===== config.mk =====
export PLATFORM = sky130hd
export DESIGN_NAME = cla_pipe_adder
export DESIGN_NICKNAME = d
export VERILOG_FILES = /design/src/rtl/cla_pipe_adder.sv
export SDC_FILE = /design/constraint.sdc
export NUM_CORES = 1
export LEC_CHECK = 0
export ABC_AREA = 1
export CAP_MARGIN = 10
export CORE_ASPECT_RATIO = 1.1
export CORE_MARGIN = 3
export CORE_UTILIZATION = 53
export CTS_CLUSTER_DIAMETER = 50
export DETAILED_ROUTE_END_ITERATION = 16
export MAX_ROUTING_LAYER = met4
export PLACE_DENSITY_LB_ADDON = 0.2
export SLEW_MARGIN = 20
export SYNTH_ARGS = -nofsm -noshare
export SYNTH_HDL_FRONTEND = slang
export SYNTH_SLANG_ARGS = --single-unit

===== constraint.sdc =====
create_clock -name clk -period 13.5 [get_ports clk]
set_input_delay 2.7 -clock clk [delete_from_list [all_inputs] [get_ports clk]]
set_output_delay 2.7 -clock clk [all_outputs]
set_load 0.01 [all_outputs]

===== src/rtl/cla_pipe_adder.sv =====
// Pipelined carry-lookahead adder/subtractor built from 4-bit lookahead groups.
// Each stage resolves GRP_PER_STG groups and registers the carry into the next stage.
module cla_pipe_adder #(
   parameter int WIDTH       = 32,
   parameter int GRP_PER_STG = 2
) (
   input  logic             clk,
   input  logic             reset,
   input  logic             in_valid,
   output logic             in_ready,
   input  logic [WIDTH-1:0] a,
   input  logic [WIDTH-1:0] b,
   input  logic             ci,
   input  logic             sub,
   output logic             out_valid,
   input  logic             out_ready,
   output logic [WIDTH-1:0] sum,
   output logic             co,
   output logic             ovf
);

   localparam int NGRP = WIDTH / 4;
   localparam int NSTG = (NGRP + GRP_PER_STG - 1) / GRP_PER_STG;
   localparam int NOPS = (NSTG > 1) ? NSTG - 1 : 1;

   // c3 is the carry into the top bit of the group, needed for signed overflow.
   typedef struct packed {
      logic [3:0] s;
      logic       c3;
      logic       co;
   } grp_t;

   function automatic grp_t cla4(input logic [3:0] x, input logic [3:0] y, input logic c);
      logic [3:0] g;
      logic [3:0] p;
      logic [3:0] cin;
      grp_t       r;
      g      = x & y;
      p      = x | y;
      cin[0] = c;
      cin[1] = g[0] | (p[0] & c);
      cin[2] = g[1] | (p[1] & g[0]) | (p[1] & p[0] & c);
      cin[3] = g[2] | (p[2] & g[1]) | (p[2] & p[1] & g[0]) | (p[2] & p[1] & p[0] & c);
      r.co   = g[3] | (p[3] & g[2]) | (p[3] & p[2] & g[1]) | (p[3] & p[2] & p[1] & g[0])
             | (p[3] & p[2] & p[1] & p[0] & c);
      r.s    = x ^ y ^ cin;
      r.c3   = cin[3];
      return r;
   endfunction

   logic [NSTG-1:0]  valid_q, valid_d;
   logic [NSTG-1:0]  carry_q, carry_d;
   logic [NSTG-1:0]  ovf_q, ovf_d;
   logic [WIDTH-1:0] sum_q  [NSTG];
   logic [WIDTH-1:0] sum_d  [NSTG];
   logic [WIDTH-1:0] op_a_q [NOPS];
   logic [WIDTH-1:0] op_a_d [NOPS];
   logic [WIDTH-1:0] op_b_q [NOPS];
   logic [WIDTH-1:0] op_b_d [NOPS];
   logic             adv;

   assign adv      = !valid_q[NSTG-1] | out_ready;
   assign in_ready = adv;

   always_comb begin
      logic [WIDTH-1:0] s_a;
      logic [WIDTH-1:0] s_b;
      logic [WIDTH-1:0] s_sum;
      logic             s_v;
      logic             s_ovf;
      logic             c;
      grp_t             r;
      int               km1;
      int               kk;
      valid_d = valid_q;
      carry_d = carry_q;
      ovf_d   = ovf_q;
      sum_d   = sum_q;
      op_a_d  = op_a_q;
      op_b_d  = op_b_q;
      s_a     = '0;
      s_b     = '0;
      s_sum   = '0;
      s_v     = 1'b0;
      s_ovf   = 1'b0;
      c       = 1'b0;
      r       = '0;
      km1     = 0;
      kk      = 0;
      // Whole pipe shifts together; a stall holds everything, valid bits included.
      if (adv) begin
         for (int k = 0; k < NSTG; k++) begin
            km1 = (k > 0) ? k - 1 : 0;
            kk  = (k < NOPS) ? k : 0;
            if (k == 0) begin
               s_v   = in_valid;
               s_a   = a;
               s_b   = sub ? ~b : b;
               c     = sub | ci;
               s_sum = '0;
               s_ovf = 1'b0;
            end else begin
               s_v   = valid_q[km1];
               s_a   = op_a_q[km1];
               s_b   = op_b_q[km1];
               c     = carry_q[km1];
               s_sum = sum_q[km1];
               s_ovf = ovf_q[km1];
            end
            for (int g = 0; g < NGRP; g++) begin
               if (g / GRP_PER_STG == k) begin
                  r = cla4(s_a[4*g +: 4], s_b[4*g +: 4], c);
                  s_sum[4*g +: 4] = r.s;
                  c = r.co;
                  if (g == NGRP - 1) begin
                     s_ovf = r.c3 ^ r.co;
                  end
               end
            end
            valid_d[k] = s_v;
            carry_d[k] = c;
            ovf_d[k]   = s_ovf;
            sum_d[k]   = s_sum;
            if (k < NSTG - 1) begin
               op_a_d[kk] = s_a;
               op_b_d[kk] = s_b;
            end
         end
      end
   end

   always_ff @(posedge clk) begin
      if (reset) begin
         valid_q <= '0;
      end else begin
         valid_q <= valid_d;
      end
   end

   // Data registers need no reset; the outputs are masked by the final valid bit.
   always_ff @(posedge clk) begin
      carry_q <= carry_d;
      ovf_q   <= ovf_d;
      sum_q   <= sum_d;
      op_a_q  <= op_a_d;
      op_b_q  <= op_b_d;
   end

   assign out_valid = valid_q[NSTG-1];
   assign sum       = out_valid ? sum_q[NSTG-1] : '0;
   assign co        = out_valid & carry_q[NSTG-1];
   assign ovf       = out_valid & ovf_q[NSTG-1];

endmodule


Figure 1. Pin map (run 1).
Drawn at 3 px/um. Pins as bars across the die edge, other pins in grey.
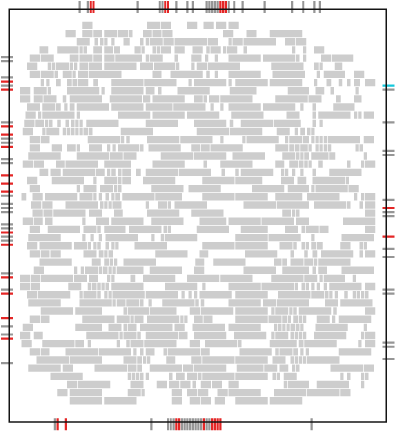
cyan -> out_valid  # pins 1, direction output, edge right
red -> a  # pins 32, direction input, edge 14 left, 9 bottom, 7 top, 2 right
all pins by edge = 36 left, 28 top, 25 bottom, 17 right
IO buf count: 105
die outline height: 137 um
die width: 125 um

Figure 2. Gate-type map (run 1).
Drawn at 3 px/um.
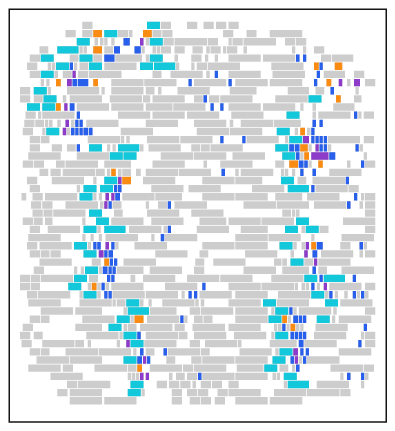
orange -> aoi and oai cells  # cells 24, most used a21oi_1, where widely spread
purple -> nor cells  # cells 27, most used nor2_1, where widely spread
blue -> nand cells  # cells 117, most used nand2_1, where widely spread
cyan -> fa/ha/maj cells  # cells 72, most used ha_1, where widely spread
most frequently placed logic cell in the final layout: edfxtp_1
combinational share of cell area: 0.212
final cell count without fillers: 961

Figure 3. Clock routing (run 1).
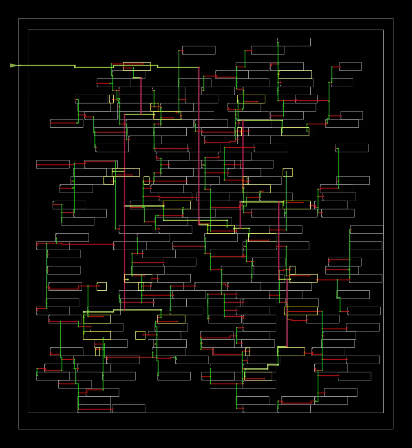
Setup Skew: 6.34 ps
clkbuf count: 20
CTS Buf Count: 17

==> impl_metrics.yaml, run 1 <==
# generated from flow reports
outcome:
  outcome: "finished clean"
synthesis:
  synth_adder_area_share: 0.116
  netlist_instances: 633
  post_synth_xor_area_fraction: 0.0508
  synthesis.area_per_instance_sq_um: 13.1
  post_synth_mux_share: 0
  ys_chip_area_sq_um: 8280
  synthTopLogicFamily: "adder cells"
critical_path:
  cp_data_required_time_ps: 10800
  critical_setup_path_kind: "in -> out"
  timing.critical_path.fanout_max: 43
  critPathArrivalTime_ps: 4190
  regToRegStartpoint: "valid_q[3]"
clocking:
  clkTransAtPathRegs_ps: 60
  clock_tree_from_tritoncts: "done"
  cts_max_path_buffers: 2
  post_cts_hold_buffer_count: 0
  cts.repair.resized: 0
  clock.latency.late_pin_ps: 420
routing:
  detailroute.via_count: 4459
  detail_route.wirelength_mm: 12.1
  drt_iter0_drc: 230
grt:
  antenna_found_initial: 0
  overflow_after_grt: 0
  global_route.usage.total: 0.154
  first_global_vias: 4618
min_path:
  timing.hold.worst_path_depth: 0
  min-delay-start: "sum_q[35]"
job:
  warnings: 66
final_timing:
  report.final.hold_viol_count: 0
  timing.final.max_slew_violations: 0
  unrepaired_setup_endpoints_after_global_routing: "no"
  tightest_slew_ps: 1000
  final.setup.tns_ps: 0
finish:
  synthToLayoutAreaGrowth_pct: 22.1
  antenna-diode-count: 0
die:
  floorplan.core_util: 0.546
  pin_count: 106
power:
  max-vdd-ir-drop_mv: 0.100
  power.leakage_nw: 4.60
placement:
  place_worst_setup_slack_ps: 6590
  global_placer_s_final_weighted_congestion: 0.793
==> run 1: how the worst max path moves through the flow <==
stage	startpoint	endpoint	slack, ps	cells past startpoint
after floorplan	out_ready	in_ready	4470	2
after global placement	out_ready	in_ready	6600	4
after detailed placement	out_ready	in_ready	6590	4
after CTS	out_ready	in_ready	6580	4
after global routing	out_ready	in_ready	6520	4
final	out_ready	in_ready	6610	4
==> run 1: metrics by stage <==
stage	utilization	total power (W)
3_3_place_gp	0.629	0.000964
6_report	0.666	0.00144
2_1_floorplan	-	0.000918
5_1_grt	0.666	0.00151
4_1_cts	0.666	0.00145
3_5_place_dp	0.629	0.000982
==> run 1: worst max-delay path, cell delays in order <==
cell and delay [ps]:
clkdlybuf4s50_1 470, nor2_2 80, inv_6 310, clkdlybuf4s50_1 620
==> run 1: cell usage after synthesis <==
cell / n / area share
o21ai_0: 2 / 0.0012
inv_1: 150 / 0.068
buf_2: 4 / 0.0024
nand2_2: 5 / 0.0038
o21bai_1: 1 / 0.00091
nand3_2: 2 / 0.0024
o21ai_2: 2 / 0.0021
a21oi_2: 4 / 0.0042
xor2_1: 32 / 0.034
nor3_1: 3 / 0.0018
nand2_1: 97 / 0.044
buf_4: 3 / 0.0027
xnor2_1: 16 / 0.017
nor3_4: 1 / 0.0020
nor2_1: 21 / 0.0095
a211oi_1: 1 / 0.00091
buf_6: 1 / 0.0014
o21ai_1: 3 / 0.0018
nand3_1: 13 / 0.0079
or2_4: 1 / 0.0011
nor2_2: 2 / 0.0015
dfxtp_1: 4 / 0.0097
ha_1: 64 / 0.097
inv_2: 1 / 0.00045
fa_1: 8 / 0.019
edfxtp_1: 181 / 0.66
a21oi_1: 11 / 0.0067
==> run 1: where the power goes <==
group	internal (W)	switching [W]	leakage, nW
logic	0.0000764	0.0000852	2.38
clock network	0.000272	0.000200	0.274
registers	0.000773	0.0000339	1.95
total	0.00112	0.000319	4.60
==> run 1: registers in the layout, summed over array words and instances, names as in the netlist <==
name     flops
carry_q      4
op_a_q      48
op_b_q      48
ovf_q        1
sum_q       80
valid_q      4
==> run 1: cell type report <==
cell class | instances | area (sq um)
multi-input combinational | 289 | 2140
tap | 196 | 245
sequential | 185 | 5520
timing repair buffer | 108 | 1070
fill | 1113 | 5070
clock buffer | 20 | 437
inverter | 151 | 572
clock inverter | 12 | 125
==> run 1: placed cells by master, fill, tap and decap left out, types with 3 or more instances in the layout <==
cell type          n
nand2_2            5
inv_6              3
nor2_1            21
inv_1            149
ha_1              64
clkdlybuf4s50_1  104
buf_4              3
fa_1               8
dfxtp_1            4
nand3_1           13
clkbuf_16         17
nand2_1           97
clkbuf_1           3
xor2_1            32
xnor2_1           16
clkinv_2           3
nor3_1             3
a21oi_2            4
edfxtp_1         181
o21ai_1            3
a21oi_1           11
==> run 1: layer usage <==
| metal | track usage | vias up | share of wire |
|---|---|---|---|
| met4 | 0.0753 | 0 | 0.026 |
| met5 | - | - | 0 |
| li1 | - | 2250 | - |
| met1 | 0.167 | 2083 | 0.41 |
| met2 | 0.271 | 99 | 0.53 |
| met3 | 0.0332 | 27 | 0.035 |
--- run 2 (diff from run 1) ---
Clock period 13.5 ns to 6.5 ns, I/O delays scaled along.
Figure 4. Clock routing (run 2).
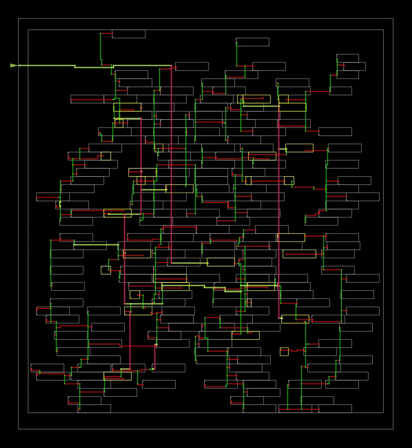
Setup Skew: 11.3 ps
sequential cell count: 185
count of clock tree sinks: 185
power of the clock network: 0.000993 W
Insertion Delay late pin: 420 ps

Figure 5. Pin map (run 2).
Drawn at 3 px/um. Pins as bars across the die edge, other pins in grey.
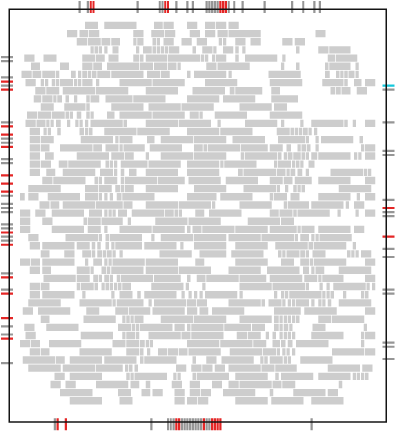
red -> a  # pins 32, direction input, edge 14 left, 9 bottom, 7 top, 2 right
cyan -> out_valid  # pins 1, direction output, edge right

==> impl_metrics.yaml, run 2 <==
# generated from flow reports
synthesis:
  synth_largest_type_area_fraction: 0.657
  ys_dominant_reg_cell: "edfxtp_1"
  netlist.top_cell.by_instances: "edfxtp_1"
  yosysTopAreaCell: "edfxtp_1"
  top_cells_by_count: "edfxtp_1 (181), inv_1 (150), nand2_1 (97), ha_1 (64), xor2_1 (32)"
  edf_count: 181
  synthesis.area_per_instance_sq_um: 13.1
  asyncSetResetFlopFracSynth: 0
  netlist_instances: 633
grt:
  overflow_after_grt: 0
  first_global_vias: 4556
  antenna_found_initial: 0
  global_route.usage.total: 0.154
clocking:
  cts.repair.resized: 0
  cts_inserted_buffers: 17
  cts_max_path_buffers: 2
  number_of_buffers_inserted_to_repair_setup_after_cts: 0
  post_cts_hold_buffer_count: 0
  clkTransAtPathRegs_ps: 70
  clock_tree_from_tritoncts: "done"
power:
  power.leakage_nw: 4.60
  seq_power_share: 0.557
  power.net_switching_w: 0.000673
  max-vdd-ir-drop_mv: 0.212
  switching_share: 0.224
  internal_power_w: 0.00233
  pwr-share-clk: 0.331
critical_path:
  rr_worst_depth: 5
  critPathSlowestCell: "clkdlybuf4s50_1"
  cp_data_required_time_ps: 5200
  critical_path_cell_by_cell: "clkdlybuf4s50_1 > nor2_2 > inv_6 > clkdlybuf4s50_1"
  critPathArrivalTime_ps: 3150
  critical_setup_path_kind: "in -> out"
  startpoint: "out_ready"
  critical_path_buf_inv_count: 3
  largest_delay_contributor_family_on_the_critical_path: "buffers and inverters"
  timing.critical_path.fanout_max: 96
  crit_top_cell: "clkdlybuf4s50_1"
  regToRegStartpoint: "valid_q[3]"
  slowest_delay_ps: 680
die:
  die.size.x_um: 125
  pin_count: 106
  floorplan.core_util: 0.546
  die_y_um: 137
finish:
  top_regs: "sum_q x80, op_a_q x48, op_b_q x48"
  registers.top_by_ff_count: "sum_q"
  layout.cells.most_common: "edfxtp_1"
  max_ffs_per_register: 80
  synthToLayoutAreaGrowth_pct: 22.4
  lay_top_cells: "edfxtp_1 (181), inv_1 (149), clkdlybuf4s50_1 (104)"
  filler_cells_inserted: 1089
final_timing:
  tightest_slew_ps: 990
  timing.final.max_slew_violations: 0
  final.setup.tns_ps: 0
  unrepaired_setup_endpoints_after_global_routing: "no"
  report.final.hold_viol_count: 0
  max_clock_freq_mhz: 225
routing:
  drt_iter0_drc: 256
  detail_route.wirelength_mm: 12.2
  drt_drc_violations_left: 0
  detailroute.via_count: 4498
  remaining_antenna_violation_count: 0
min_path:
  worstHoldPathType: "reg -> reg"
  min-delay-start: "op_b_q[95]"
  timing.hold.worst_path_depth: 0
placement:
  io_buf_count: 105
  global_placer_s_final_weighted_congestion: 0.779
  place_worst_setup_slack_ps: 2030
job:
  warnings: 66
outcome:
  outcome: "finished clean"
Figure 6. Gate-type map (run 2).
Drawn at 3 px/um.
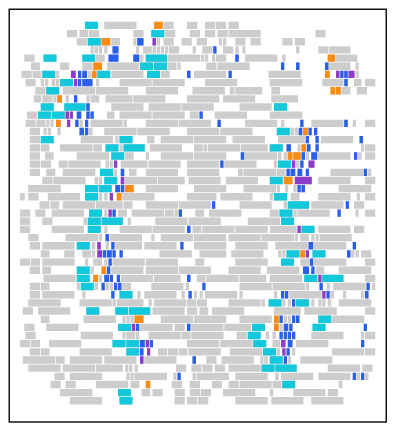
cyan -> fa/ha/maj cells  # cells 72, most used ha_1, where widely spread
blue -> nand cells  # cells 117, most used nand2_1, where widely spread
orange -> aoi and oai cells  # cells 24, most used a21oi_1, where widely spread
purple -> nor cells  # cells 27, most used nor2_1, where widely spread

## run 2: cell counts after synthesis
No cell type changed its count.
## run 2: cell families after synthesis
kind of cell,synth area share
flip-flops,0.666
buffers and inverters,0.0750
adder cells (fa/ha/maj),0.116
AND-OR/OR-AND,0.0178
XOR/XNOR,0.0508
AND/OR/NAND/NOR,0.0739
## run 2: power groups by stage
stage               Clock, W  Sequential [W]  Combinational [W]
floorplan                  0         0.00168           0.000229
global placement           0         0.00169           0.000318
detailed placement         0         0.00170           0.000339
CTS                  0.00102         0.00168           0.000341
global route         0.00106         0.00170           0.000388
finish              0.000993         0.00167           0.000337
## run 2: cell type report
| type | count | area [sq um] | share of cell area |
|---|---|---|---|
| Timing Repair Buffer | 108 | 1090 | 0.107 |
| Tap cell | 196 | 245 | 0.0242 |
| Sequential cell | 185 | 5520 | 0.544 |
| Multi-Input combinational cell | 289 | 2140 | 0.211 |
| Inverter | 151 | 572 | 0.0564 |
| Clock inverter | 13 | 144 | 0.0142 |
| Clock buffer | 18 | 429 | 0.0423 |
## run 2: how the worst max path moves through the flow
stage / depth (start not counted) / slack [ps] / end
floorplan: 2 / 270 / in_ready
global placement: 4 / 2060 / in_ready
detailed placement: 4 / 2030 / in_ready
CTS: 4 / 2020 / in_ready
global route: 4 / 1910 / in_ready
finish: 4 / 2050 / in_ready
## run 2: through the flow
step	power (W)	util	area, sq um	hold slack, ps	std cells
after detailed placement	0.00204	0.628	9530	405	928
after floorplan	0.00191	-	8280	400	633
after global placement	0.00200	0.628	9530	401	928
final	0.00300	0.668	10100	417	960
after global routing	0.00315	0.668	10100	419	960
after CTS	0.00304	0.666	10100	415	959
## run 2: layer usage
metal | vias to the layer above | share of wire | track usage
li1 | 2249 | - | -
met1 | 2124 | 0.38 | 0.158
met2 | 101 | 0.55 | 0.282
met3 | 24 | 0.043 | 0.0308
met4 | 0 | 0.025 | 0.0753
met5 | - | 0 | -
--- run 3 (diff from run 2) ---
Clock period 6.5 ns to 4.1 ns, I/O delays scaled along.
Figure 7. Signal wires by layer (run 3).
Drawn at 2 px/um. Two of the layers only.
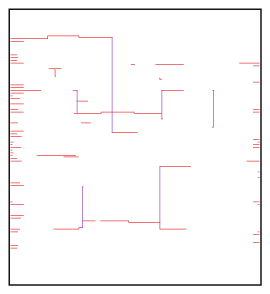
red -> M3  # wire length 473 um
purple -> M4  # wire length 144 um
wire length after detailed routing: 12.3 mm
total global-route track usage: 0.156
number of vias after detailed routing: 4465
routed wirelength normalized by instance count: 12.8 um

Figure 8. Signal wires on met4 (run 3).
Drawn at 3 px/um.
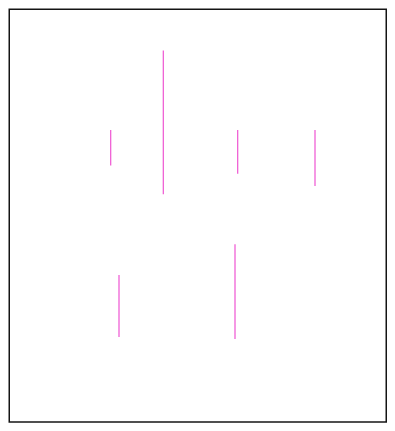
wire length on this layer = 144 um
longest straight run = 47.6 um

==> impl_metrics.yaml, run 3 <==
# generated from flow reports
outcome:
  outcome: "finished clean"
synthesis:
  ys_chip_area_sq_um: 8280
  netlist_instances: 633
  synth_area_sq_um: 8280
  asyncSetResetFlopFracSynth: 0
  edf_count: 181
  synthesis.area_per_instance_sq_um: 13.1
  ys_dominant_reg_cell: "edfxtp_1"
  synth.yosys.num_cells: 633
  numSynthFlops: 185
  yosysTopAreaCell: "edfxtp_1"
  synth.lib_cells_used.distinct: 27
  netlist.top_cell.by_instances: "edfxtp_1"
  synth_largest_type_area_fraction: 0.657
  netlist_top_cells_area: "edfxtp_1 (66%), ha_1 (9.7%), inv_1 (6.8%)"
  yosysSeqAreaShare: 0.666
  top_cells_by_count: "edfxtp_1 (181), inv_1 (150), nand2_1 (97), ha_1 (64), xor2_1 (32)"
final_timing:
  timing.final.max_slew_violations: 0
  finalWorstPathRequiredPeriod_ps: 3000
  finalWorstSetupSlack_ps: 1100
  fin_worst_skew_ps: 6.13
  report.final.hold_viol_count: 0
  unrepaired_setup_endpoints_after_global_routing: "no"
  finalSetupViolations: 0
  max-slew-margin-rel: 0.305
  max_clock_freq_mhz: 333
  tightest_slew_ps: 1040
die:
  die_y_um: 137
  core_area_sq_um: 15200
  pin_count: 106
  chip_area_sq_um: 17200
  floorplan.core_util: 0.546
  die.size.x_um: 125
power:
  power.leakage_nw: 4.63
  max-vdd-ir-drop_mv: 0.300
clocking:
  cts_max_path_buffers: 2
  clkTransAtPathRegs_ps: 70
  number_of_buffers_inserted_to_repair_setup_after_cts: 0
  cts_inserted_buffers: 17
  tritoncts_num_sinks: 185
  cts.repair.resized: 0
  post_cts_hold_buffer_count: 0
  clock.latency.late_pin_ps: 420
  clock_tree_from_tritoncts: "done"
critical_path:
  crit_path_start_kind: "register"
  cp_data_required_time_ps: 3280
  critical_setup_path_kind: "reg -> out"
  critPathArrivalTime_ps: 2180
  timing.critical_path.fanout_max: 20
  endpoint_kind: "primary output"
finish:
  filler_cells_inserted: 1080
  combGateArea_sq_um: 2150
  max_ffs_per_register: 80
  registers.top_by_ff_count: "sum_q"
  top_regs: "sum_q x80, op_a_q x48, op_b_q x48"
  fraction_of_final_layout_cells_sized_beyond_drive_strength_1: 0.0693
  final_nets: 894
  layout.cells.most_common: "edfxtp_1"
  share_of_the_core_filled_with_cells_in_the_final_layout: 0.673
  antenna-diode-count: 0
  synthToLayoutAreaGrowth_pct: 23.3
  flop_area_sq_um: 5520
  lay_top_cells: "edfxtp_1 (181), inv_1 (149), clkdlybuf4s50_1 (104)"
grt:
  grt_pass1_wl_mm: 20.4
  antenna_found_initial: 0
  first_global_vias: 4620
  overflow_after_grt: 0
routing:
  drt_iter0_drc: 209
  detail_route.vias_per_cell: 4.65
  drt_drc_violations_left: 0
  remaining_antenna_violation_count: 0
placement:
  io_buf_count: 105
  place_worst_setup_slack_ps: 1140
  global_placer_s_final_weighted_congestion: 0.824
min_path:
  worstHoldPathType: "reg -> reg"
job:
  warnings: 69
Figure 9. Gate-type map (run 3).
Drawn at 3 px/um.
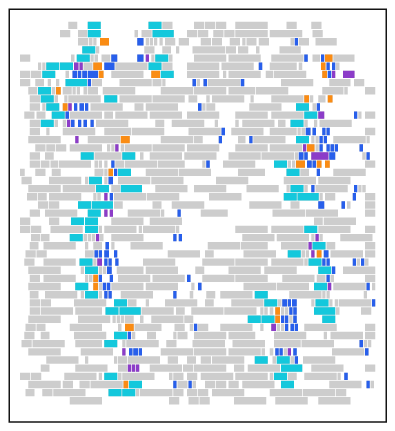
orange -> aoi and oai cells  # cells 24, most used a21oi_1, where widely spread
blue -> nand cells  # cells 117, most used nand2_1, where widely spread
cyan -> fa/ha/maj cells  # cells 72, most used ha_1, where widely spread
purple -> nor cells  # cells 27, most used nor2_1, where widely spread

-- run 3: worst max-delay path, cell delays in order, from the launching register on --
cell	delay, ps
dfxtp_1	670
buf_4	350
nand2_1	90
inv_1	100
clkdlybuf4s50_1	550
-- run 3: metal layers --
metal | global-route usage | vias up | part of all wire
met5 | - | - | 0
met4 | 0.0524 | 0 | 0.012
met3 | 0.0398 | 16 | 0.038
met2 | 0.290 | 87 | 0.56
met1 | 0.162 | 2106 | 0.39
li1 | - | 2256 | -
-- run 3: worst paths after layout --
check	from	to	slack (ps)	cells after the start
worst max-delay path	valid_q[3]	sum[13]	1100	4
worst min-delay path	sum_q[67]	sum_q[35]	410	0
worst max register to register	valid_q[3]	carry_q[1]	1900	4
worst min register to register	sum_q[67]	sum_q[35]	410	0
-- run 3: cell families (layout without fill, tap and decap cells) --
kind of cell	count (synthesis)	in the layout	synth area share
adder cells (fa/ha/maj)	72	72	0.116
AND/OR/NAND/NOR	145	145	0.0739
AND-OR/OR-AND	24	24	0.0178
buffers and inverters	159	291	0.0750
flip-flops	185	185	0.666
XOR/XNOR	48	48	0.0508
-- run 3: area by class of cell --
cell class,count,share of cell area
sequential,185,0.540
multi-input combinational,289,0.210
timing repair buffer,108,0.106
inverter,151,0.0559
clock buffer,18,0.0420
tap,196,0.0240
clock inverter,14,0.0216
-- run 3: per-stage QoR --
step / power [W] / area [sq um] / setup TNS, ps / hold WS, ps / instances
2_1_floorplan: 0.00302 / 8290 / -3930 / 400 / 633
3_3_place_gp: 0.00318 / 9560 / 0 / 400 / 929
3_5_place_dp: 0.00324 / 9560 / 0 / 405 / 929
4_1_cts: 0.00501 / 10200 / 0 / 418 / 961
5_1_grt: 0.00520 / 10200 / 0 / 423 / 961
6_report: 0.00495 / 10200 / 0 / 414 / 961
-- run 3: power breakdown --
part | internal (W) | switching (W) | total (W)
combinational | 0.000253 | 0.000281 | 0.000534
clock | 0.00109 | 0.000679 | 0.00177
sequential | 0.00254 | 0.000109 | 0.00265
Power figures rest on the tool's default switching activity, not on a simulated workload.
